## config.mk

```make
export PLATFORM = sky130hd
export DESIGN_NAME = unidade_busca_flat
export DESIGN_NICKNAME = d
export VERILOG_FILES = /design/src/rtl/unidade_busca_pkg.sv /design/src/rtl/unidade_busca_if.sv /design/src/rtl/unidade_busca_seletor_retomada.sv /design/src/rtl/unidade_busca.sv /design/src/flat_wrapper.sv
export SDC_FILE = /design/constraint.sdc
export NUM_CORES = 1
export LEC_CHECK = 0
export ABC_CLOCK_PERIOD_IN_PS = 3900
export CORE_MARGIN = 2
export CORE_UTILIZATION = 62
export DETAILED_ROUTE_END_ITERATION = 10
export DONT_BUFFER_PORTS = 1
export GPL_ROUTABILITY_DRIVEN = 0
export PLACE_DENSITY = 0.78
export SLEW_MARGIN = 20
export SYNTH_ARGS = -nofsm -noshare
export SYNTH_HDL_FRONTEND = slang
export SYNTH_SLANG_ARGS = --single-unit
```

## constraint.sdc

```tcl
create_clock -name clk -period 3.9 [get_ports clk]
set_clock_uncertainty 0.1 [all_clocks]
set_input_delay 0.78 -clock clk [delete_from_list [all_inputs] [get_ports clk]]
set_output_delay 0.78 -clock clk [all_outputs]
set_load 0.02 [all_outputs]
```

## src/rtl/unidade_busca_pkg.sv

```systemverilog
// Shared definitions for the fetch stage: state encoding, opcode width and the NOP word.
package unidade_busca_pkg;

    localparam int OPCODE_W = 6;
    localparam logic [OPCODE_W-1:0] OPCODE_NOP = 6'b101000;
    localparam logic [31:0] NOP = {OPCODE_NOP, {(32-OPCODE_W){1'b0}}};

    typedef enum logic [1:0] {
        EXECUTA = 2'd0,
        INJETA  = 2'd1,
        PARADO  = 2'd2
    } estado_t;

endpackage

```

## src/rtl/unidade_busca_if.sv

```systemverilog
// Signal bundle between the fetch stage and its neighbours (timer, memory, execute, control).
// No valid/ready handshake: every input is sampled on each rising clk edge and every output is valid every cycle.
interface unidade_busca_if;
    import unidade_busca_pkg::*;

    logic        flag_pausa;
    logic [31:0] saida_instrucao;
    logic [31:0] mem_dado;
    logic        desvio;
    logic [31:0] end_desvio;
    logic        halt;
    logic        continuar;
    logic [31:0] end_pc;
    logic [31:0] instrucao;
    logic [31:0] pc_salvo;
    logic        em_pausa;
    logic        parado;
    estado_t     estado;

    // master = the fetch stage itself; slave = the surrounding pipeline
    modport master (
        input  flag_pausa, saida_instrucao, mem_dado, desvio, end_desvio, halt, continuar,
        output end_pc, instrucao, pc_salvo, em_pausa, parado, estado
    );

    modport slave (
        output flag_pausa, saida_instrucao, mem_dado, desvio, end_desvio, halt, continuar,
        input  end_pc, instrucao, pc_salvo, em_pausa, parado, estado
    );

endinterface

```

## src/rtl/unidade_busca_seletor_retomada.sv

```systemverilog
// Holds the preempted PC and the first branch target seen during a pause; yields the resume address.
module unidade_busca_seletor_retomada (
    input  logic        clk,
    input  logic        reset,
    input  logic        captura_i,
    input  logic [31:0] pc_atual_i,
    input  logic        desvio_i,
    input  logic [31:0] end_desvio_i,
    output logic [31:0] pc_salvo_o,
    output logic [31:0] retomada_o
);
    logic [31:0] pc_salvo_q, pc_salvo_d;
    logic [31:0] destino_q, destino_d;
    logic        tem_destino_q, tem_destino_d;

    always_comb begin
        pc_salvo_d    = pc_salvo_q;
        destino_d     = destino_q;
        tem_destino_d = tem_destino_q;
        if (captura_i) begin
            pc_salvo_d    = pc_atual_i;
            tem_destino_d = 1'b0;
        end else if (desvio_i && !tem_destino_q) begin
            // only the first branch of a pause counts; later ones are stale re-issues
            destino_d     = end_desvio_i;
            tem_destino_d = 1'b1;
        end
    end

    always_ff @(posedge clk or posedge reset) begin
        if (reset) begin
            pc_salvo_q    <= 32'd0;
            destino_q     <= 32'd0;
            tem_destino_q <= 1'b0;
        end else begin
            pc_salvo_q    <= pc_salvo_d;
            destino_q     <= destino_d;
            tem_destino_q <= tem_destino_d;
        end
    end

    assign pc_salvo_o = pc_salvo_q;
    assign retomada_o = tem_destino_q ? destino_q : pc_salvo_q;

endmodule

```

## src/rtl/unidade_busca.sv

```systemverilog
// Instruction-fetch stage: PC ownership, pause/halt sequencing and instruction selection for decode.
// Optional feature: define UNIDADE_BUSCA_CONTADOR_EN to add the instr_contadas fetch counter.
module unidade_busca
    import unidade_busca_pkg::*;
#(
    parameter logic [31:0] PC_INICIAL = 32'd0
) (
    input  logic        clk,
    input  logic        reset,
`ifdef UNIDADE_BUSCA_CONTADOR_EN
    output logic [31:0] instr_contadas,
`endif
    unidade_busca_if.master bus
);
    estado_t     estado_q, estado_d;
    logic [31:0] pc_q, pc_d;
    logic        captura;
    logic        desvio_inj;
    logic [31:0] retomada;

    always_comb begin
        estado_d = estado_q;
        pc_d     = pc_q;
        captura  = 1'b0;
        case (estado_q)
            EXECUTA: begin
                if (bus.halt) begin
                    estado_d = PARADO;
                end else if (bus.flag_pausa) begin
                    // pause beats a same-cycle branch; execute re-issues it after resume
                    estado_d = INJETA;
                    captura  = 1'b1;
                end else if (bus.desvio) begin
                    pc_d = bus.end_desvio;
                end else begin
                    pc_d = pc_q + 32'd1;
                end
            end
            INJETA: begin
                if (!bus.flag_pausa) begin
                    estado_d = EXECUTA;
                    pc_d     = retomada;
                end
            end
            PARADO: begin
                if (bus.continuar) begin
                    estado_d = EXECUTA;
                    pc_d     = pc_q + 32'd1;
                end
            end
            default: estado_d = EXECUTA;
        endcase
    end

    always_ff @(posedge clk or posedge reset) begin
        if (reset) begin
            estado_q <= EXECUTA;
            pc_q     <= PC_INICIAL;
        end else begin
            estado_q <= estado_d;
            pc_q     <= pc_d;
        end
    end

    assign desvio_inj = (estado_q == INJETA) && bus.flag_pausa && bus.desvio;

    unidade_busca_seletor_retomada u_seletor_retomada (
        .clk          (clk),
        .reset        (reset),
        .captura_i    (captura),
        .pc_atual_i   (pc_q),
        .desvio_i     (desvio_inj),
        .end_desvio_i (bus.end_desvio),
        .pc_salvo_o   (bus.pc_salvo),
        .retomada_o   (retomada)
    );

    always_comb begin
        case (estado_q)
            INJETA:  bus.instrucao = bus.saida_instrucao;
            PARADO:  bus.instrucao = NOP;
            default: bus.instrucao = bus.mem_dado;
        endcase
    end

    assign bus.end_pc   = pc_q;
    assign bus.em_pausa = (estado_q == INJETA);
    assign bus.parado   = (estado_q == PARADO);
    assign bus.estado   = estado_q;

`ifdef UNIDADE_BUSCA_CONTADOR_EN
    logic [31:0] contador_q, contador_d;

    always_comb begin
        contador_d = contador_q;
        if (captura) begin
            contador_d = 32'd0;
        end else if (estado_q == EXECUTA && !bus.halt && !bus.flag_pausa) begin
            contador_d = contador_q + 32'd1;
        end
    end

    always_ff @(posedge clk or posedge reset) begin
        if (reset) begin
            contador_q <= 32'd0;
        end else begin
            contador_q <= contador_d;
        end
    end

    assign instr_contadas = contador_q;
`endif

endmodule

```

## src/flat_wrapper.sv

```systemverilog
// flat-port wrapper written by rule: the top's interface ports become plain ports
module unidade_busca_flat import unidade_busca_pkg::*;
#(
    parameter logic [31:0] PC_INICIAL = 32'd0
)
  (clk, reset, bus_flag_pausa, bus_saida_instrucao, bus_mem_dado, bus_desvio, bus_end_desvio, bus_halt, bus_continuar, bus_end_pc, bus_instrucao, bus_pc_salvo, bus_em_pausa, bus_parado, bus_estado);
  unidade_busca_if bus_i ();
  input  logic clk;
  input  logic reset;
  input wire logic [$bits(bus_i.flag_pausa)-1:0] bus_flag_pausa;
  input wire logic [$bits(bus_i.saida_instrucao)-1:0] bus_saida_instrucao;
  input wire logic [$bits(bus_i.mem_dado)-1:0] bus_mem_dado;
  input wire logic [$bits(bus_i.desvio)-1:0] bus_desvio;
  input wire logic [$bits(bus_i.end_desvio)-1:0] bus_end_desvio;
  input wire logic [$bits(bus_i.halt)-1:0] bus_halt;
  input wire logic [$bits(bus_i.continuar)-1:0] bus_continuar;
  output wire logic [$bits(bus_i.end_pc)-1:0] bus_end_pc;
  output wire logic [$bits(bus_i.instrucao)-1:0] bus_instrucao;
  output wire logic [$bits(bus_i.pc_salvo)-1:0] bus_pc_salvo;
  output wire logic [$bits(bus_i.em_pausa)-1:0] bus_em_pausa;
  output wire logic [$bits(bus_i.parado)-1:0] bus_parado;
  output wire logic [$bits(bus_i.estado)-1:0] bus_estado;
  assign bus_i.flag_pausa = bus_flag_pausa;
  assign bus_i.saida_instrucao = bus_saida_instrucao;
  assign bus_i.mem_dado = bus_mem_dado;
  assign bus_i.desvio = bus_desvio;
  assign bus_i.end_desvio = bus_end_desvio;
  assign bus_i.halt = bus_halt;
  assign bus_i.continuar = bus_continuar;
  assign bus_end_pc = bus_i.end_pc;
  assign bus_instrucao = bus_i.instrucao;
  assign bus_pc_salvo = bus_i.pc_salvo;
  assign bus_em_pausa = bus_i.em_pausa;
  assign bus_parado = bus_i.parado;
  assign bus_estado = bus_i.estado;
  unidade_busca #(.PC_INICIAL(PC_INICIAL)) u_core (.clk(clk), .reset(reset), .bus(bus_i));
endmodule
```

==> images/drive_strength.png <==
Scale bar: 20 µm.
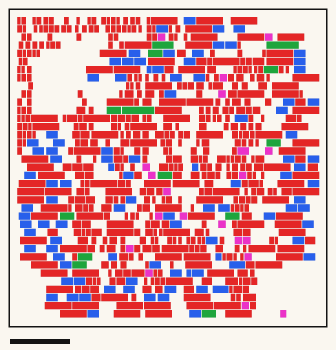
legend:
  drive 3 to 4:
    color: magenta
    cells: 20
    most_used: buf_4
  drive 2:
    color: blue
    cells: 97
    most_used: mux2_2
  drive 1 or less:
    color: red
    cells: 547
    most_used: dfrtp_1
  drive 6 and up:
    color: green
    cells: 13
    most_used: clkbuf_8
area growth from synthesis to final layout: 3.83%
nonclk buf count: 18
post-route standard cell area excluding fillers: 6650 µm²
smallest setup slack after layout: 369 ps

==> images/metal_stack.png <==
Scale bar: 20 µm.
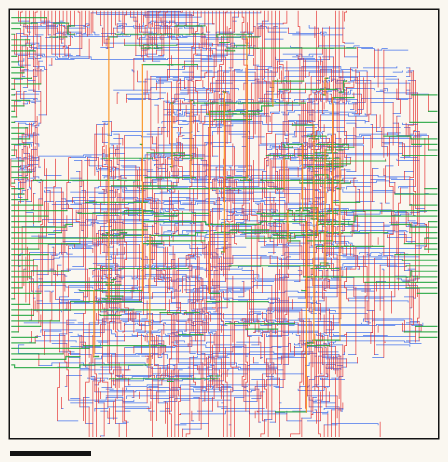
legend:
  met2:
    color: red
    wire_length: 8460 µm
  met4:
    color: orange
    wire_length: 581 µm
  met1:
    color: blue
    wire_length: 7290 µm
  met3:
    color: green
    wire_length: 1790 µm
total wire length: 18.1 mm
count of vias placed by the detailed router: 5612
Total Routing Usage GR: 0.321
wire length per cell after detailed routing: 22.3 µm

==> results.json <==
{
  "worst-path-max-fanout": 28,
  "cp_slowest_cell": "ha_2",
  "critical_path_cell_by_cell": "inv_1 -> ha_2 -> buf_4 -> nor2_1 -> a21oi_1",
  "ys_top_logic_family": "AND-OR/OR-AND gates",
  "top_power_group": "combinational cells",
  "switchingPower_w": 0.00340,
  "synth-seq-cells": 99,
  "fp.dieArea_um2": 11200,
  "holdWs_ps": 223,
  "reported_sequential_group_power_w": 0.00255,
  "fin_util": 0.652,
  "core_util_floorplan": 0.628,
  "final_nets": 780,
  "netlist.top_cell.by_area": "dfrtp_1",
  "power_leakage_nw": 2.68,
  "fp_nets": 805,
  "dr_wl_met2_mm": 8.46,
  "floorplan.rows": 37,
  "post_synth_most_frequent_cells": "dfrtp_1 (99), mux2_2 (83), o21ai_0 (73)",
  "place.port_buffers": 0,
  "setup_violations": 0,
  "dp.final_hpwl_mm": 12.8,
  "mostFrequentLayoutCells": "dfrtp_1 (99), mux2_2 (83), o21ai_0 (73), nand3_1 (46), nand2_1 (43)",
  "worst_path_largest_cell_delay_ps": 770,
  "number_of_detailed_route_iterations_in_the_first_pass": 5,
  "drcViolationCount": 0,
  "postSynthAreaPerCell_um2": 9.17,
  "maxSlewViolCount": 0,
  "die_width_um": 106,
  "die_y_um": 106,
  "use_met3": 0.0860,
  "required_time_reported_for_the_critical_path_endpoint_ps": 3020,
  "tightest_slew_ps": 960,
  "run_status": "completed",
  "layout.cells.most_common": "dfrtp_1",
  "most_common_cell": "dfrtp_1",
  "powerClk_w": 0.000737,
  "ys_sh_xor": 0.00958,
  "cts_setup_buffers": 0,
  "ys_chip_area_um2": 6400,
  "syn_area_um2": 6400,
  "timing.critical_path.max_delay_family": "adder cells",
  "setup.worst_path.start_class": "flip-flop",
  "edf_count": 0,
  "syn-instance-count": 698,
  "top_area_frac": 0.387,
  "flop_area_um2": 2480,
  "peakVddDrop_uv": 469
}
[registers in the layout (all words and copies together), names as in the netlist]
| register | flops |
|---|---|
| u_core.bus.end_pc | 32 |
| u_core.bus.estado | 2 |
| u_core.u_seletor_retomada.destino_q | 32 |
| u_core.u_seletor_retomada.pc_salvo_o | 32 |
| u_core.u_seletor_retomada.tem_destino_q | 1 |
[area by class of cell]
class	instances	share of cell area
Clock buffer	10	0.0207
Clock inverter	5	0.0117
Inverter	41	0.0235
Multi-Input combinational cell	504	0.523
Sequential cell	99	0.373
Tap cell	136	0.0256
Timing Repair Buffer	18	0.0222
